[src/rtl/layer_pkg.sv]
// Shared definitions for the layer parameter interface: loader FSM states and
// flat-bus index helpers used by both the loader and the layer.
`timescale 1ns/1ps
package layer_pkg;

    typedef enum logic [1:0] {
        IDLE   = 2'd0,
        LOAD_B = 2'd1,
        LOAD_W = 2'd2,
        COMMIT = 2'd3
    } state_t;

    // Words in one full parameter stream: all biases followed by all weights.
    function automatic int unsigned n_words(input int unsigned in_size,
                                            input int unsigned out_size);
        return out_size * (in_size + 1);
    endfunction

    // LSB position of bias j on the flat bias bus.
    function automatic int unsigned bias_lsb(input int unsigned j,
                                             input int unsigned width);
        return j * width;
    endfunction

    // LSB position of weight (row r, column c) on the flat weight bus.
    function automatic int unsigned weight_lsb(input int unsigned r,
                                               input int unsigned c,
                                               input int unsigned in_size,
                                               input int unsigned width);
        return (r * in_size + c) * width;
    endfunction

endpackage

[src/rtl/param_shadow_buf.sv]
// Shadow register array for one parameter set: single write port and a
// parallel read-out of every entry for the atomic commit copy.
`timescale 1ns/1ps
module param_shadow_buf #(
    parameter int unsigned WIDTH = 16,
    parameter int unsigned DEPTH = 55,
    localparam int unsigned ADDR_W = (DEPTH > 1) ? $clog2(DEPTH) : 1
) (
    input  logic                     clk,
    input  logic                     rst,
    input  logic [ADDR_W-1:0]        wr_addr,
    input  logic [WIDTH-1:0]         wr_data,
    input  logic                     we,
    output logic [DEPTH*WIDTH-1:0]   rd_flat
);

    logic [WIDTH-1:0] mem [DEPTH];

    always_ff @(posedge clk or posedge rst) begin
        if (rst) begin
            for (int i = 0; i < int'(DEPTH); i++) begin
                mem[i] <= '0;
            end
        end else if (we && (32'(wr_addr) < DEPTH)) begin
            mem[wr_addr] <= wr_data;
        end
    end

    for (genvar i = 0; i < int'(DEPTH); i++) begin : g_rd
        assign rd_flat[i*WIDTH +: WIDTH] = mem[i];
    end

endmodule

[src/rtl/layer_param_loader.sv]
// Writer side of the layer parameter interface: unmasks a two-share word
// stream into a shadow buffer and commits it atomically on a well-framed load.
`timescale 1ns/1ps
module layer_param_loader
    import layer_pkg::*;
#(
    parameter int unsigned INPUT_SIZE  = 10,
    parameter int unsigned OUTPUT_SIZE = 5,
    parameter int unsigned WIDTH       = 16
) (
    input  logic                                clk,
    input  logic                                rst,
    input  logic                                start,
    input  logic [WIDTH-1:0]                    in_data,
    input  logic [WIDTH-1:0]                    in_mask,
    input  logic                                in_last,
    input  logic                                in_valid,
    output logic                                in_ready,
    output logic [OUTPUT_SIZE*WIDTH-1:0]        b_flat,
    output logic [OUTPUT_SIZE*INPUT_SIZE*WIDTH-1:0] w_flat,
    output logic                                params_valid,
    output logic                                busy,
    output logic                                done,
    output logic                                err
);

    localparam int unsigned N_WORDS = n_words(INPUT_SIZE, OUTPUT_SIZE);
    localparam int unsigned N_W     = OUTPUT_SIZE * INPUT_SIZE;
    localparam int unsigned IDX_W   = (N_W > 1) ? $clog2(N_W) : 1;
    localparam int unsigned ADDR_W  = (N_WORDS > 1) ? $clog2(N_WORDS) : 1;
    localparam int unsigned BW      = OUTPUT_SIZE * WIDTH;
    localparam int unsigned WW      = N_W * WIDTH;

    state_t                    state;
    logic [IDX_W-1:0]          idx;
    logic                      xfer;
    logic [ADDR_W-1:0]         wr_addr;
    logic [WIDTH-1:0]          wr_data;
    logic [N_WORDS*WIDTH-1:0]  shadow_flat;
    logic [BW-1:0]             commit_b;
    logic [WW-1:0]             commit_w;

    assign xfer    = in_valid && in_ready;
    assign wr_data = in_data ^ in_mask;

    // Biases occupy shadow entries 0..OUTPUT_SIZE-1, weights follow row-major.
    always_comb begin
        wr_addr = ADDR_W'(idx);
        if (state == LOAD_W) begin
            wr_addr = ADDR_W'(idx) + ADDR_W'(OUTPUT_SIZE);
        end
    end

    param_shadow_buf #(
        .WIDTH (WIDTH),
        .DEPTH (N_WORDS)
    ) u_shadow (
        .clk     (clk),
        .rst     (rst),
        .wr_addr (wr_addr),
        .wr_data (wr_data),
        .we      (xfer),
        .rd_flat (shadow_flat)
    );

    // Map shadow entries onto the flat buses the layer consumes.
    for (genvar j = 0; j < int'(OUTPUT_SIZE); j++) begin : g_bias
        assign commit_b[bias_lsb(j, WIDTH) +: WIDTH] = shadow_flat[j*WIDTH +: WIDTH];
    end

    for (genvar r = 0; r < int'(OUTPUT_SIZE); r++) begin : g_row
        for (genvar c = 0; c < int'(INPUT_SIZE); c++) begin : g_col
            assign commit_w[weight_lsb(r, c, INPUT_SIZE, WIDTH) +: WIDTH] =
                shadow_flat[(OUTPUT_SIZE + r*INPUT_SIZE + c)*WIDTH +: WIDTH];
        end
    end

    always_ff @(posedge clk or posedge rst) begin
        if (rst) begin
            state        <= IDLE;
            idx          <= '0;
            in_ready     <= 1'b0;
            busy         <= 1'b0;
            done         <= 1'b0;
            err          <= 1'b0;
            params_valid <= 1'b0;
            b_flat       <= '0;
            w_flat       <= '0;
        end else begin
            done <= 1'b0;
            err  <= 1'b0;
            case (state)
                IDLE: begin
                    if (start) begin
                        state    <= LOAD_B;
                        idx      <= '0;
                        in_ready <= 1'b1;
                        busy     <= 1'b1;
                    end
                end
                LOAD_B: begin
                    if (xfer) begin
                        if (in_last) begin
                            state    <= IDLE;
                            idx      <= '0;
                            in_ready <= 1'b0;
                            busy     <= 1'b0;
                            err      <= 1'b1;
                        end else if (idx == IDX_W'(OUTPUT_SIZE - 1)) begin
                            state <= LOAD_W;
                            idx   <= '0;
                        end else begin
                            idx <= idx + IDX_W'(1);
                        end
                    end
                end
                LOAD_W: begin
                    if (xfer) begin
                        // in_last must appear exactly on the final weight.
                        if ((idx == IDX_W'(N_W - 1)) && in_last) begin
                            state    <= COMMIT;
                            in_ready <= 1'b0;
                        end else if ((idx == IDX_W'(N_W - 1)) || in_last) begin
                            state    <= IDLE;
                            idx      <= '0;
                            in_ready <= 1'b0;
                            busy     <= 1'b0;
                            err      <= 1'b1;
                        end else begin
                            idx <= idx + IDX_W'(1);
                        end
                    end
                end
                COMMIT: begin
                    b_flat       <= commit_b;
                    w_flat       <= commit_w;
                    params_valid <= 1'b1;
                    done         <= 1'b1;
                    state        <= IDLE;
                    idx          <= '0;
                    busy         <= 1'b0;
                end
                default: begin
                    state    <= IDLE;
                    idx      <= '0;
                    in_ready <= 1'b0;
                    busy     <= 1'b0;
                end
            endcase
        end
    end

endmodule

[config.mk]
export PLATFORM = sky130hd
export DESIGN_NAME = layer_param_loader
export DESIGN_NICKNAME = d
export VERILOG_FILES = /design/src/rtl/layer_pkg.sv /design/src/rtl/param_shadow_buf.sv /design/src/rtl/layer_param_loader.sv
export SDC_FILE = /design/constraint.sdc
export NUM_CORES = 2
export LEC_CHECK = 0
export CAP_MARGIN = 15
export CORE_ASPECT_RATIO = 0.75
export CORE_MARGIN = 2
export CORE_UTILIZATION = 57
export CTS_BUF_LIST = sky130_fd_sc_hd__clkbuf_4
export CTS_CLUSTER_DIAMETER = 80
export CTS_CLUSTER_SIZE = 14
export DETAILED_ROUTE_END_ITERATION = 10
export GPL_TIMING_DRIVEN = 1
export PLACE_DENSITY_LB_ADDON = 0.2
export SYNTH_ARGS = -nofsm -noshare
export SYNTH_HDL_FRONTEND = slang
export SYNTH_SLANG_ARGS = --single-unit
export TNS_END_PERCENT = 100
[constraint.sdc]
create_clock -name clk -period 76.6 [get_ports clk]
set_clock_uncertainty 0.15 [all_clocks]
set_input_delay 15.32 -clock clk [delete_from_list [all_inputs] [get_ports clk]]
set_output_delay 15.32 -clock clk [all_outputs]
set_load 0.05 [all_outputs]
==> impl_metrics.yaml <==
# yosys + openroad results
placement:
  io_buffers: 921
  dp_slack_ns: 54.85
  placed_cells: 6820
worst_setup_path:
  crit_start: "rst"
  reg2reg_setup_slack_ns: 70.71
  reg2reg_depth: 6
  critPathMaxFanout: 163
  crit_type: "in2async"
  r2r-start: "state[0]$_DFFE_PP0P_"
  crit_required_ns: 77.65
  worst_path_dominant_cell_family: "buffers and inverters"
  startpoint_type: "primary input"
  path_cells: "clkdlybuf4s50_1 > inv_8 > buf_4 > buf_12 > buf_4 > buf_4 > buf_4 > buf_4"
  reg2reg_to: "w_flat[416]$_DFFE_PP0P_"
synthesis:
  netlist_instances: 4592
  ys_sh_adder_pct: 0.168
  synthMuxAreaShare_pct: 20.8
  yosys-top-cells-area: "dfrtp_1, mux2_2, a21oi_1"
  ys_seq_share_pct: 66.2
  aoi_share_pct: 6.11
  common_cells: "dfrtp_1, mux2_2, nor2_1"
  synthesis.area_mm2: 0.0670
  synth-edff-count: 0
  most_common_cell: "dfrtp_1"
  ys_top_logic_family: "multiplexers"
final_timing:
  rsz0062_at_grt: "false"
  fin_tns_setup_ns: 0
  min_period_ns: 20.26
  timing.hold.ws_ns: 0.329
  worst_pin_slew_ns: 1.21
  setup_viol: 0
  hold_violations: 0
die:
  dieWidth_um: 400
  pin_count: 922
  dieArea_mm2: 0.120
  num_rows: 108
cells_and_area:
  n_all_buffers: 1016
  fillers: 8220
  clk_share_pct: 1.70
  regArea_mm2: 0.0444
  nets: 5475
  nNonClkInverters: 13
  layout_top_cell: "dfrtp_1"
  area_delta_synth_final_pct: 18.1
  comb_cells: 2480
  fin_util_pct: 68.2
  largest_reg_flops: 880
clock_network:
  cts_resized: 0
  clk_root_buffer_cell: "clkbuf_4"
  cts_sinks: 1773
  cts_setup_buffers: 0
  cts_buffers: 145
power:
  ir_drop_uv: 31.1
  power_mw: 1.80
  leakagePower_nw: 38.2
  power_leader: "sequential cells"
  p_comb_share_pct: 21.7
  switching_share_pct: 31.8
  comb_power_mw: 0.391
global_route:
  overflow: 0
  grt_pass1_vias: 40812
  grt_util_met1_pct: 40.7
  use_met2_pct: 49.7
  grt_pass1_wl_um: 271000
routing:
  met3_length_um: 11200
  vias: 40442
  wirelength_um: 185000
  wl_met2_um: 89900
  drt_iter0_drc: 2702
  wire_per_inst_um: 26.5
  ant_nets: 0
hold_path:
  hold_path_end: "w_flat[55]$_DFFE_PP0P_"
run_status:
  status: "finished, final reports clean"
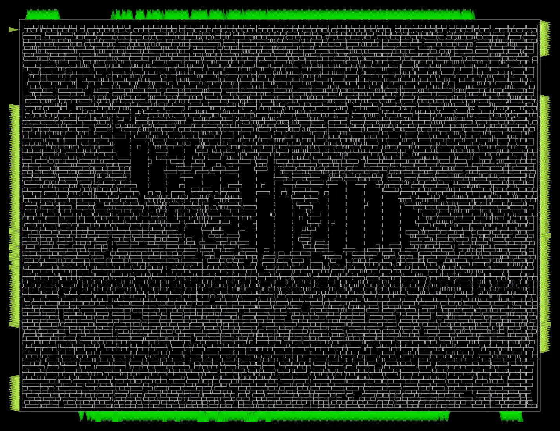
*Cell placement*
fraction of area in registers: 56.1%
Seq cells: 1773
Post-Layout Cell Count: 6994
Tap Count: 1540
core area: 0.116 mm2

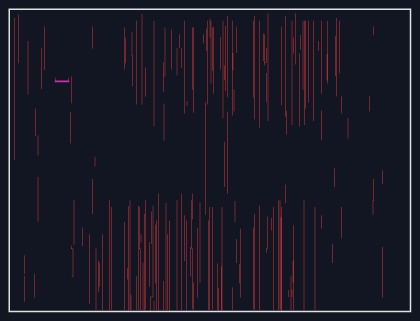
*Signal wires by layer*
Drawn at 1 px/um. Two of the layers only.
| layer | color | wire length |
|---|---|---|
| M4 | red | 9260 um |
| M5 | magenta | 12.9 um |

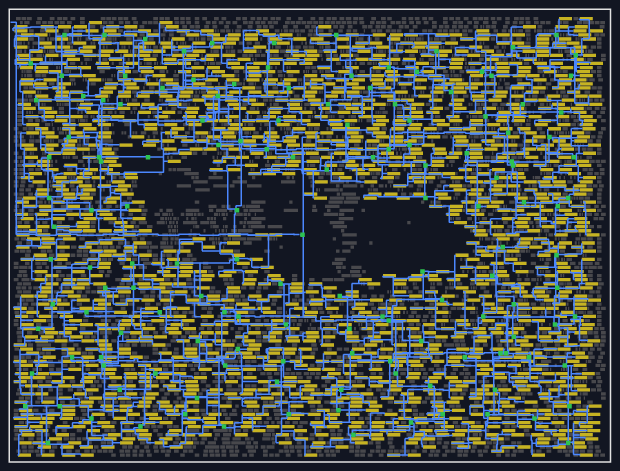
*Clock wires, drivers and flops*
Drawn at 1.5 px/um.
[clock-net drivers] green | count: 145
[flip-flops] yellow | count: 1773
[clock wires] blue | length: 18200 um
routed clock nets: 146
flops lie: all over the die

Power and IR drop assume default switching activity.
